### src/rtl/ws2811_rx.sv
// ws2811_rx: single-wire WS2811/WS2812 pixel stream decoder.
// Classifies high-pulse widths into bits, assembles GRB pixels, and flags frame ends and line errors.
module ws2811_rx #(
  parameter int THRESH_CYCLES   = 29,
  parameter int MIN_HIGH_CYCLES = 5,
  parameter int MAX_HIGH_CYCLES = 96,
  parameter int RESET_CYCLES    = 2400
) (
  input  logic       clk,
  input  logic       reset,
  input  logic       din,
  output logic [7:0] red,
  output logic [7:0] green,
  output logic [7:0] blue,
  output logic [7:0] address,
  output logic       pixel_valid,
  output logic       frame_done,
  output logic       bit_error,
  output logic [1:0] dbg_state
);

  // Output semantics: pixel_valid, frame_done and bit_error are single-cycle strobes with no
  // backpressure; red/green/blue/address are valid while pixel_valid is high and hold until the next one.

  typedef enum logic [1:0] {S_GAP, S_ARMED, S_HIGH, S_LOW} state_t;

  localparam logic [11:0] C_THRESH   = 12'(THRESH_CYCLES);
  localparam logic [11:0] C_MIN      = 12'(MIN_HIGH_CYCLES);
  localparam logic [11:0] C_MAX_M1   = 12'(MAX_HIGH_CYCLES - 1);
  localparam logic [11:0] C_RESET_M1 = 12'(RESET_CYCLES - 1);
  localparam logic [11:0] C_SAT      = 12'hFFF;
  localparam logic [8:0]  C_PMAX     = 9'd256;

  state_t      r_state;
  state_t      w_next;
  logic        r_sync1;
  logic        r_din_s;
  logic        r_line;
  logic        r_rise;
  logic        r_fall;
  logic [11:0] r_hcnt;
  logic [11:0] r_lcnt;
  logic [23:0] r_shift;
  logic [4:0]  r_bcnt;
  logic [8:0]  r_pcnt;

  logic        w_bit;
  logic [23:0] w_shift_next;
  logic        w_gap_done;
  logic        w_hmax;
  logic        w_short;
  logic        w_shift_en;
  logic        w_frame_end;
  logic        w_err;
  logic        w_pix_done;
  logic        w_pix_strobe;
  logic        w_frame_done;

  function automatic logic [11:0] sat_inc(input logic [11:0] v);
    return (v == C_SAT) ? v : v + 12'd1;
  endfunction

  // r_line is din_s delayed one cycle so the registered edge flags line up with it.
  always_ff @(posedge clk) begin
    if (reset) begin
      r_sync1 <= 1'b0;
      r_din_s <= 1'b0;
      r_line  <= 1'b0;
      r_rise  <= 1'b0;
      r_fall  <= 1'b0;
    end else begin
      r_sync1 <= din;
      r_din_s <= r_sync1;
      r_line  <= r_din_s;
      r_rise  <= r_din_s & ~r_line;
      r_fall  <= ~r_din_s & r_line;
    end
  end

  assign w_bit        = (r_hcnt >= C_THRESH);
  assign w_shift_next = {r_shift[22:0], w_bit};
  assign w_gap_done   = (r_lcnt >= C_RESET_M1);
  assign w_hmax       = (r_hcnt >= C_MAX_M1);
  assign w_short      = (r_hcnt < C_MIN);

  always_ff @(posedge clk) begin
    if (reset) r_state <= S_GAP;
    else       r_state <= w_next;
  end

  always_comb begin
    w_next = r_state;
    case (r_state)
      S_GAP:   if (!r_line && w_gap_done) w_next = S_ARMED;
      S_ARMED: if (r_rise) w_next = S_HIGH;
      S_HIGH: begin
        if (r_fall)      w_next = w_short ? S_GAP : S_LOW;
        else if (w_hmax) w_next = S_GAP;
      end
      S_LOW: begin
        if (r_rise)          w_next = S_HIGH;
        else if (w_gap_done) w_next = S_ARMED;
      end
      default: w_next = S_GAP;
    endcase
  end

  always_comb begin
    w_shift_en  = 1'b0;
    w_frame_end = 1'b0;
    w_err       = 1'b0;
    case (r_state)
      S_HIGH: begin
        if (r_fall) begin
          if (w_short) w_err      = 1'b1;
          else         w_shift_en = 1'b1;
        end else if (w_hmax) begin
          w_err = 1'b1;
        end
      end
      S_LOW: begin
        if (!r_rise && w_gap_done) begin
          w_frame_end = 1'b1;
          w_err       = (r_bcnt != 5'd0);
        end
      end
      default: ;
    endcase
  end

  assign w_pix_done   = w_shift_en && (r_bcnt == 5'd23);
  assign w_pix_strobe = w_pix_done && (r_pcnt != C_PMAX);
  assign w_frame_done = w_frame_end && (r_pcnt != 9'd0);

  always_ff @(posedge clk) begin
    if (reset) begin
      r_hcnt  <= 12'd0;
      r_lcnt  <= 12'd0;
      r_shift <= 24'd0;
      r_bcnt  <= 5'd0;
      r_pcnt  <= 9'd0;
    end else begin
      case (r_state)
        S_GAP: begin
          r_hcnt <= 12'd0;
          r_lcnt <= r_line ? 12'd0 : sat_inc(r_lcnt);
          r_bcnt <= 5'd0;
          r_pcnt <= 9'd0;
        end
        S_ARMED: begin
          r_lcnt <= 12'd0;
          if (r_rise) r_hcnt <= 12'd1;
        end
        S_HIGH: begin
          r_hcnt <= sat_inc(r_hcnt);
          if (r_fall)      r_lcnt <= w_short ? 12'd0 : 12'd1;
          else if (w_hmax) r_lcnt <= 12'd0;
          if (w_shift_en) begin
            r_shift <= w_shift_next;
            r_bcnt  <= w_pix_done ? 5'd0 : r_bcnt + 5'd1;
            if (w_pix_strobe) r_pcnt <= r_pcnt + 9'd1;
          end
        end
        S_LOW: begin
          r_lcnt <= sat_inc(r_lcnt);
          if (r_rise) r_hcnt <= 12'd1;
          if (w_frame_end) begin
            r_bcnt <= 5'd0;
            r_pcnt <= 9'd0;
          end
        end
        default: ;
      endcase
    end
  end

  always_ff @(posedge clk) begin
    if (reset) begin
      red         <= 8'd0;
      green       <= 8'd0;
      blue        <= 8'd0;
      address     <= 8'd0;
      pixel_valid <= 1'b0;
      frame_done  <= 1'b0;
      bit_error   <= 1'b0;
    end else begin
      pixel_valid <= w_pix_strobe;
      frame_done  <= w_frame_done;
      bit_error   <= w_err;
      if (w_pix_strobe) begin
        green   <= w_shift_next[23:16];
        red     <= w_shift_next[15:8];
        blue    <= w_shift_next[7:0];
        address <= r_pcnt[7:0];
      end
    end
  end

  assign dbg_state = r_state;

endmodule
### config.mk
export PLATFORM = sky130hd
export DESIGN_NAME = ws2811_rx
export DESIGN_NICKNAME = d
export VERILOG_FILES = /design/src/rtl/ws2811_rx.sv
export SDC_FILE = /design/constraint.sdc
export NUM_CORES = 1
export LEC_CHECK = 0
export CAP_MARGIN = 0
export CORE_MARGIN = 2
export CORE_UTILIZATION = 50
export DETAILED_ROUTE_END_ITERATION = 6
export HOLD_SLACK_MARGIN = 0.05
export PLACE_DENSITY = 0.81
export SLEW_MARGIN = 20
export SYNTH_ARGS = -nofsm -noshare
export SYNTH_HDL_FRONTEND = slang
export SYNTH_SLANG_ARGS = --single-unit
### constraint.sdc
create_clock -name clk -period 2.7 [get_ports clk]
set_input_delay 0.405 -clock clk [delete_from_list [all_inputs] [get_ports clk]]
set_output_delay 0.405 -clock clk [all_outputs]
set_load 0.01 [all_outputs]
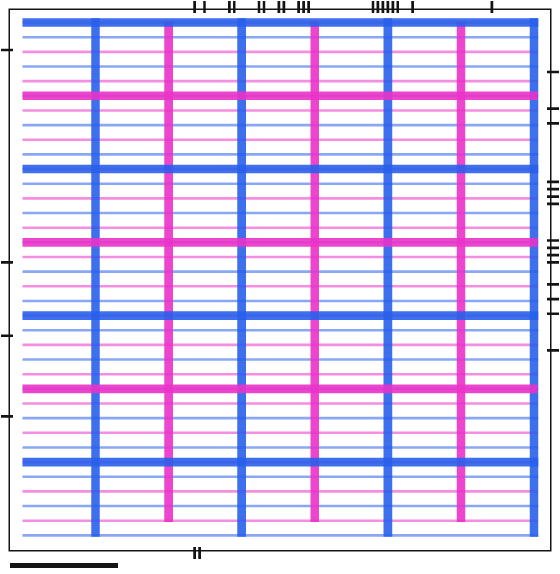
Figure 1: run 1, power grid.
Bar = 20 microns. Pins as bars on the die edge.
legend:
  blue:
    net: VSS
  magenta:
    net: VDD
met1 rails: 36
met5 straps: 7
Die H: 100 microns
core box area: 9110 sq um
VDD IR-drop max: 0.342 mV
die extent in x: 100 microns

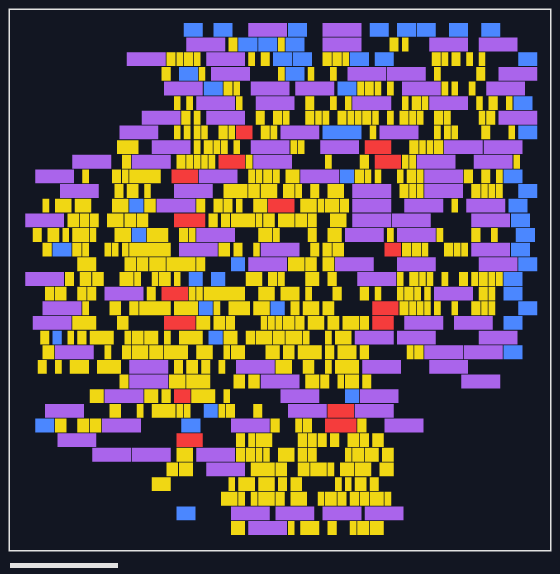
Figure 2: run 1, cells coloured by class.
Bar = 20 microns.
legend:
  red:
    class: clock drivers and dummy loads
    cells: 16
  blue:
    class: other buffers and delay cells
    cells: 51
  purple:
    class: flops
    cells: 103
  yellow:
    class: all other logic
    cells: 430
Cell Rows: 35
flop share of the area: 0.388

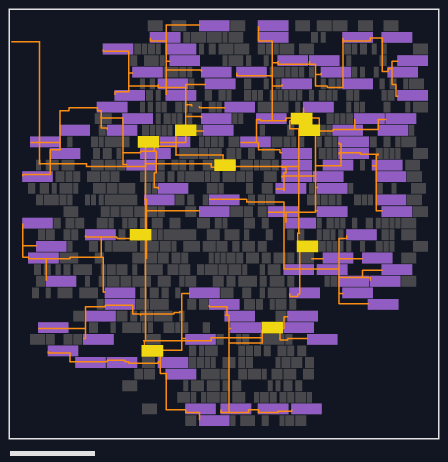
Figure 3: run 1, clock network drawn from the DEF.
Bar = 20 microns.
legend:
  yellow:
    item: cells driving clock nets
    count: 9
  purple:
    item: flip-flops
    count: 103
  orange:
    item: clock wires
    length: 1090 microns
routed clock nets: 10

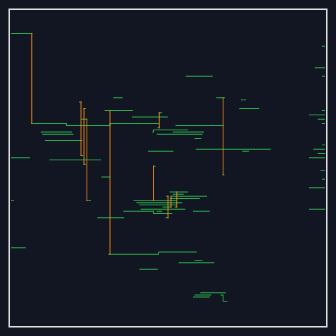
Figure 4: run 1, wiring by layer.
Two of the layers only.
legend:
  orange:
    layer: met4
    wire_length: 190 microns
  green:
    layer: met3
    wire_length: 460 microns
wire per inst: 14.4 microns
Post-Route WL: 10200 microns
GRT Resource Usage Total: 0.215
via count: 4160

==> impl_metrics.py, run 1 <==
# Metrics from the implementation run
metrics = {
    "synth": {
        "top_logic_kind": "simple AND/OR/NAND/NOR gates",
        "common_cells": "nand2_1 (123), dfxtp_1 (103), a21oi_1 (78), nor2_1 (34), clkbuf_1 (18)",
        "area_leaders": "dfxtp_1 (45%), nand2_1 (10%), a21oi_1 (8.4%), ha_1 (3.8%), nor2_1 (2.8%)",
        "synthArstFlopShare": 0,
        "edf_count": 0,
        "yosysChipArea_sq_um": 4630,
        "ff_type": "dfxtp_1",
        "yosys.stat.seqShare": 0.445,
        "ys_warn_count": 0,
    },
    "routing": {
        "wl_met3_microns": 459,
        "drcViolationCount": 0,
        "drt_iter0_drc": 298,
        "avgViaCountPerCell": 5.85,
    },
    "finish": {
        "layout_top_cell": "nand2_1",
        "post-route-util": 0.583,
        "seqCellArea_sq_um": 2060,
        "largest_reg_flops": 23,
        "regMostFlops": "r_shift",
        "layout-drive-gt1-share": 0.0700,
    },
    "sta": {
        "fmax_ghz": 0.421,
        "finalSetupViolCount": 0,
        "timing.hold.ws_ns": 0.393,
        "relSlewSlack": 0.459,
        "maxSlewViolCount": 0,
    },
    "worst_setup_path": {
        "start_kind": "register",
        "cp-endpoint": "dbg_state[0]$_SDFFE_PP0P_",
        "critical_path_required_ns": 2.95,
        "critPathMaxFanout": 11,
        "critPathKind": "reg -> reg",
    },
    "cts": {
        "clk_pin_slew_ns": 0.11,
        "cts_hold_buf": 0,
        "cts_resized": 0,
        "postCtsSetupRepairBufs": 0,
        "cts_buffer_depth": 2,
    },
    "status": {
        "status": "completed",
    },
    "global_route": {
        "grt_use_met2": 0.360,
        "grt_remaining_overflow": 0,
        "antenna_found_initial": 0,
        "grt_use_met1": 0.281,
    },
    "placed_design": {
        "dp_cells": 695,
    },
    "power": {
        "power_density_nw_per_um2": 540,
    },
    "worst_hold_path": {
        "hold_depth": 2,
    },
}
==> run 1: critical path: stages (launching register included) <==
cell	delay, ns
dfxtp_1	0.40
or4_4	0.57
o41ai_2	0.47
nor2_1	0.30
nor4b_1	0.39
a221oi_1	0.13
==> run 1: power breakdown <==
group | total, W | switching, W | internal, W
sequential | 0.00157 | 0.0000250 | 0.00154
clock | 0.000969 | 0.000597 | 0.000371
combinational | 0.000333 | 0.000209 | 0.000124
total | 0.00287 | 0.000831 | 0.00204
==> run 1: cell type report <==
type,instances,share of cell area
Multi-Input combinational cell,417,0.445
Sequential cell,103,0.388
Timing Repair Buffer,51,0.0918
Tap cell,111,0.0261
Clock buffer,9,0.0233
Clock inverter,7,0.0162
Inverter,13,0.00918
Figure 5. Placement view (run 1).
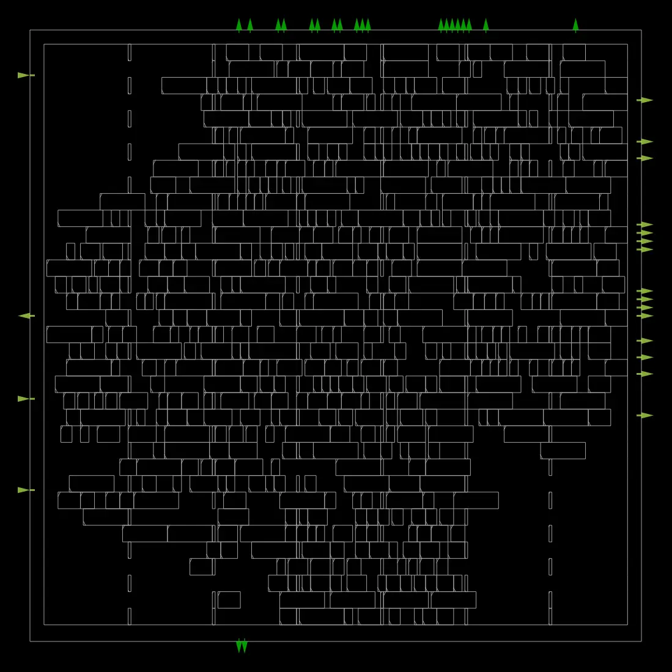

==> run 1 -> run 2 <==
--- a/config.mk
+++ b/config.mk
@@ -9,8 +9,9 @@
 export CORE_MARGIN = 2
 export CORE_UTILIZATION = 50
 export DETAILED_ROUTE_END_ITERATION = 6
+export DONT_BUFFER_PORTS = 1
 export HOLD_SLACK_MARGIN = 0.05
-export PLACE_DENSITY = 0.81
+export PLACE_DENSITY_LB_ADDON = 0.1
 export SLEW_MARGIN = 20
 export SYNTH_ARGS = -nofsm -noshare
 export SYNTH_HDL_FRONTEND = slang
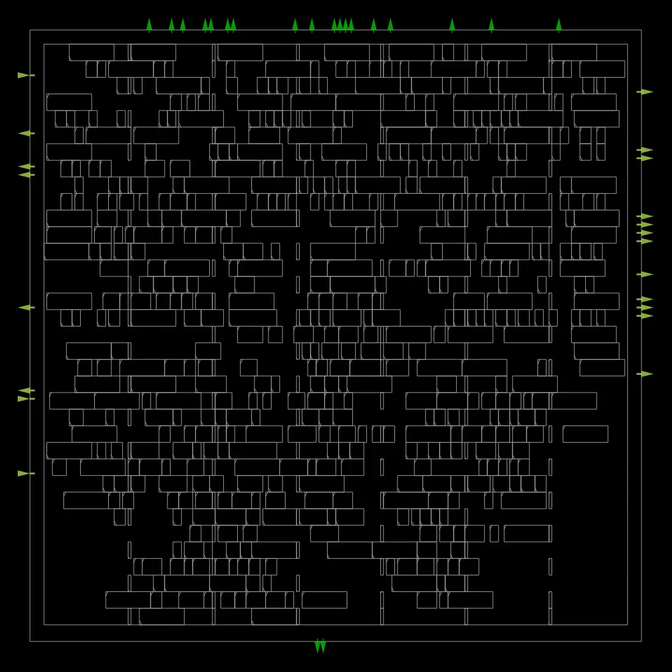
Figure 6: run 2, placement view.
Util after Layout: 0.538
flop share of the area: 0.421

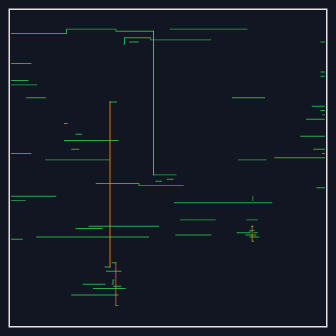
Figure 7: run 2, wiring by layer.
Two of the layers only.
legend:
  green:
    layer: met3
    wire_length: 486 microns
  orange:
    layer: met4
    wire_length: 116 microns
via count: 3898
wire per inst: 15.0 microns
Post-Route WL: 10100 microns
GRT Resource Usage Total: 0.208

==> run 2 against run 1 <==
Design area fell by 7.8%; first-iteration DRC count shrank 15%; non-clock buffer count down 40; maximum frequency is 1.9% higher; sequential power is essentially flat; highest routed layer unchanged.
==> impl_metrics.py, run 2 <==
# Metrics from the implementation run
metrics = {
    "worst_setup_path": {
        "crit_slowest_cell": "a2111oi_2",
        "slowest_delay_ns": 0.57,
        "critical_path_required_ns": 3.00,
        "end_kind": "register",
        "crit_top_cell": "o21ai_0",
        "r2r-end": "r_lcnt[0]$_SDFFE_PP0P_",
        "critPathMaxFanout": 7,
        "critPathKind": "reg -> reg",
        "path_cells": "inv_1, ha_1, nand2b_1, a2111oi_2, o21ai_0, o21ai_0",
        "cp-endpoint": "r_lcnt[0]$_SDFFE_PP0P_",
        "path_delay_family": "AND-OR/OR-AND gates",
        "path_depth": 6,
        "crit_buf_inv": 1,
        "start_kind": "register",
    },
    "cts": {
        "cts_buffer_depth": 2,
        "clkLatencyLatePin_ns": 0.38,
        "clkSinkCount": 103,
        "clk_pin_slew_ns": 0.11,
        "cts_resized": 0,
        "postCtsSetupRepairBufs": 0,
        "cts_tree": "built",
        "cts_hold_buf": 0,
    },
    "finish": {
        "largest_cell_class": "combinational gates",
        "layout_top_cell": "nand2_1",
        "seqCellArea_sq_um": 2060,
        "flop-count": 103,
        "reg_top3": "r_shift x23, r_hcnt x12, r_lcnt x12",
        "n_all_inverters": 13,
        "layout-drive-gt1-share": 0.0714,
        "clkCellAreaFrac": 0.0383,
        "nClkBuffers": 9,
        "regMostFlops": "r_shift",
        "num-nonclk-buffers": 11,
        "comb_share": 0.483,
        "final-nonclk-buf-share": 0.0194,
        "num-multi-input-gates": 417,
    },
    "power": {
        "power.switching_w": 0.000807,
        "power.share.switching": 0.286,
        "pg_clk_w": 0.000951,
        "power_frac_comb": 0.107,
        "intPower_w": 0.00202,
        "pg_seq_w": 0.00157,
        "power_density_nw_per_um2": 576,
        "p_seq_frac": 0.556,
        "power-top-group": "registers",
        "ir_worst_vdd_mv": 0.286,
        "clkPwrFrac": 0.337,
        "powerComb_w": 0.000303,
    },
    "routing": {
        "drcViolationCount": 0,
        "avgViaCountPerCell": 5.81,
        "drt_iter0_drc": 254,
        "ant_nets": 0,
    },
    "die": {
        "rows": 35,
        "core_area_sq_um": 9110,
        "nWellTaps": 111,
        "io_pins": 40,
        "dieWidth_microns": 100,
        "die_h_microns": 100,
    },
    "synth": {
        "fp_nets": 579,
        "yosysChipArea_sq_um": 4630,
        "edf_count": 0,
        "top_logic_kind": "simple AND/OR/NAND/NOR gates",
        "ys_ff": 103,
        "yosys.stat.seqShare": 0.445,
        "ys_warn_count": 0,
        "area_leaders": "dfxtp_1 (45%), nand2_1 (10%), a21oi_1 (8.4%), ha_1 (3.8%), nor2_1 (2.8%)",
        "synthArstFlopShare": 0,
        "ff_type": "dfxtp_1",
        "common_cells": "nand2_1 (123), dfxtp_1 (103), a21oi_1 (78), nor2_1 (34), clkbuf_1 (18)",
    },
    "sta": {
        "relSlewSlack": 0.485,
        "finalSetupViolCount": 0,
        "timing.hold.ws_ns": 0.0875,
        "fmax_ghz": 0.428,
        "min_period_ns": 2.33,
        "maxSlewViolCount": 0,
        "worst_slew_pin_slew_ns": 0.764,
    },
    "status": {
        "status": "completed",
    },
    "global_route": {
        "grt_remaining_overflow": 0,
        "antenna_found_initial": 0,
    },
    "worst_hold_path": {
        "hold_depth": 1,
    },
}
-- run 2: cell count changes in the layout (fill, tap and decap cells not counted) --
cell             previous run  this run
clkdlybuf4s50_1            38         0
clkinv_8                    3         0
inv_8                       1         3
buf_2                       1         0
buf_4                      11        10
clkinv_2                    0         1
clkinv_4                    2         1
clkinvlp_4                  0         1
-- run 2: through the flow --
stage | area [sq um] | total power, W | cells
after floorplan | 4630 | 0.00184 | 562
after global placement | 4710 | 0.00190 | 655
after detailed placement | 4710 | 0.00190 | 655
after CTS | 4900 | 0.00285 | 671
after global routing | 4900 | 0.00296 | 671
final | 4900 | 0.00282 | 671
-- run 2: per-layer routing --
layer	track usage	wire [microns]
met5	0	0
met3	0.0453	486
met1	0.293	4880
met2	0.315	4590
met4	0.0717	116
Power and IR drop assume default switching activity.
